==> config.mk <==
export PLATFORM = sky130hd
export DESIGN_NAME = seq_frame_tx
export DESIGN_NICKNAME = d
export VERILOG_FILES = /design/src/rtl/seq_frame_tx.sv
export SDC_FILE = /design/constraint.sdc
export NUM_CORES = 1
export LEC_CHECK = 0
export CORE_MARGIN = 8
export CORE_UTILIZATION = 35
export CTS_CLUSTER_DIAMETER = 200
export DETAILED_ROUTE_END_ITERATION = 8
export SLEW_MARGIN = 10
export SYNTH_ARGS = -nofsm -noshare
export SYNTH_HDL_FRONTEND = slang
export SYNTH_SLANG_ARGS = --single-unit
==> constraint.sdc <==
create_clock -name clk -period 3.25 [get_ports clk]
set_input_delay 0.325 -clock clk [delete_from_list [all_inputs] [get_ports clk]]
set_output_delay 0.325 -clock clk [all_outputs]
set_load 0.01 [all_outputs]
Fig. 1: routing congestion
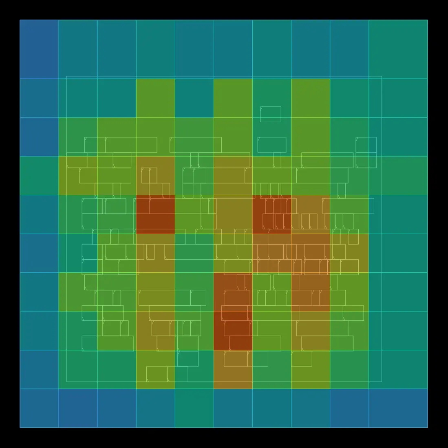
routed wirelength normalized by instance count: 11.89 µm
met2 layer usage reported by global route: 14.81%

Fig. 2: metal 2
Cells faint in the background.
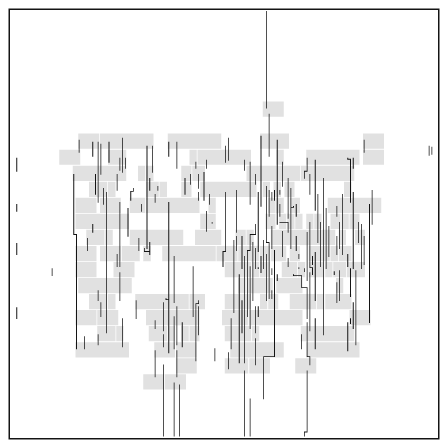
nets with wire on the layer: 112
main direction: vertical
longest straight run: 26.5 µm
overall via count from detail_route: 787
wire length after detailed routing: 1.998 mm

Fig. 3: logic cells by family
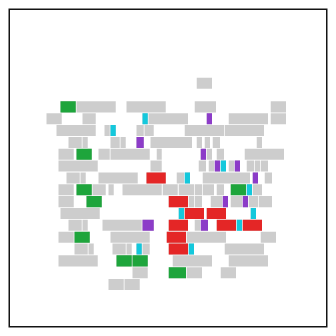
legend:
  nand cells:
    color: purple
    cells: 10
  mux cells:
    color: green
    cells: 9
  fa/ha/maj cells:
    color: red
    cells: 9
  inv cells:
    color: cyan
    cells: 10
most common library cell in the layout ignoring fill and taps: sky130_fd_sc_hd__dfrtp_1
non-filler cells, final: 168
share of cell area taken by multi-input logic gates: 40.23%

Fig. 4: sequential cells grouped by signal name
Other sequential cells in the stronger gray, the rest of the logic in the fainter gray.
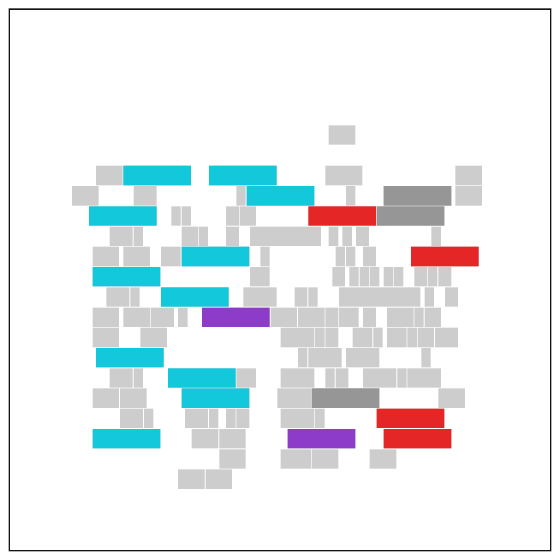
legend:
  frame_sh:
    color: cyan
    sequential_cells: 11
  state:
    color: purple
    sequential_cells: 2
  cnt:
    color: red
    sequential_cells: 4
not colored: 3
Seq power: 0.448 mW
fraction of area in registers: 37.59%
final core utilization: 43.61%

==> results.txt <==
The layout was made with Yosys and OpenROAD.

The run finished with clean final reports. Per the gpl log, the routability congestion estimate is 0.8492. After Yosys synthesis, AND-OR and OR-AND compound gates account for 16.20% of the synthesized area. Setup slack on the critical path of the routed design comes to 0.9257 ns. The ratio of final minimum period to clock period is slightly above 70%. According to the CTS report, the clock sink count is 20. The wire length on met2 is ~950 µm. Entering global routing, the biggest net connects 23 pins. The biggest combinational cell group after synthesis is AND-OR/OR-AND gates.

Clock-pin slew was measured on the worst setup and hold paths at 0.12 ns. The final critical-path required period is about 2.3 ns. The required time at the worst endpoint is listed as around 3.4 ns. The tool flagged a number of max-cap violations equal to 0. The clock tree skew after final layout is approximately 0.0034 ns. STA classifies the critical path endpoint as a register.

The power consumed by the clock network is about 0.2 mW. The switching power as a share of total power is 42.41%. 16 I/O pins were placed. CTS built an H-tree with a depth of 1.

After detailed routing, the met3 layer carries 102 µm of wire. For reference, full adder, half adder and majority cells occupy 10.06% of the area reported after synthesis. The total area inside the core boundary comes to just over 3000 µm². Per the slew report, the remaining headroom to the max-slew limit stands at approximately a third. The initial utilization of the core area, before any placement, comes to a little under two fifths.

The remaining routing DRC violations is 0. Of the total synthesized cell area, the portion taken by XOR and XNOR cells is 0%. From bottom edge to top edge, the die measures about 73 µm. The final count of pins violating max slew is 0.
## cell usage after synthesis, drive strengths merged
master and n:
dfrtp 20, nor2 18, a21oi 14, inv 10, ha 9, mux2i 8
nand2 7, buf 5, a31oi 3, o21ai 3, nand3 2, nor3 2
o31ai 2, a311oi 1, mux2 1, nand3b 1, nor2b 1, nor4b 1
o32a 1, or3 1
## cell type report
cell class / instances / area [µm²]
Clock buffer: 3 / 22.52
Clock inverter: 1 / 30.03
Fill cell: 314 / 1722
Inverter: 10 / 37.54
Multi-Input combinational cell: 75 / 535.5
Sequential cell: 20 / 500.5
Tap cell: 44 / 55.05
Timing Repair Buffer: 15 / 150.1
Power figures rest on the tool's default switching activity, not on a simulated workload.
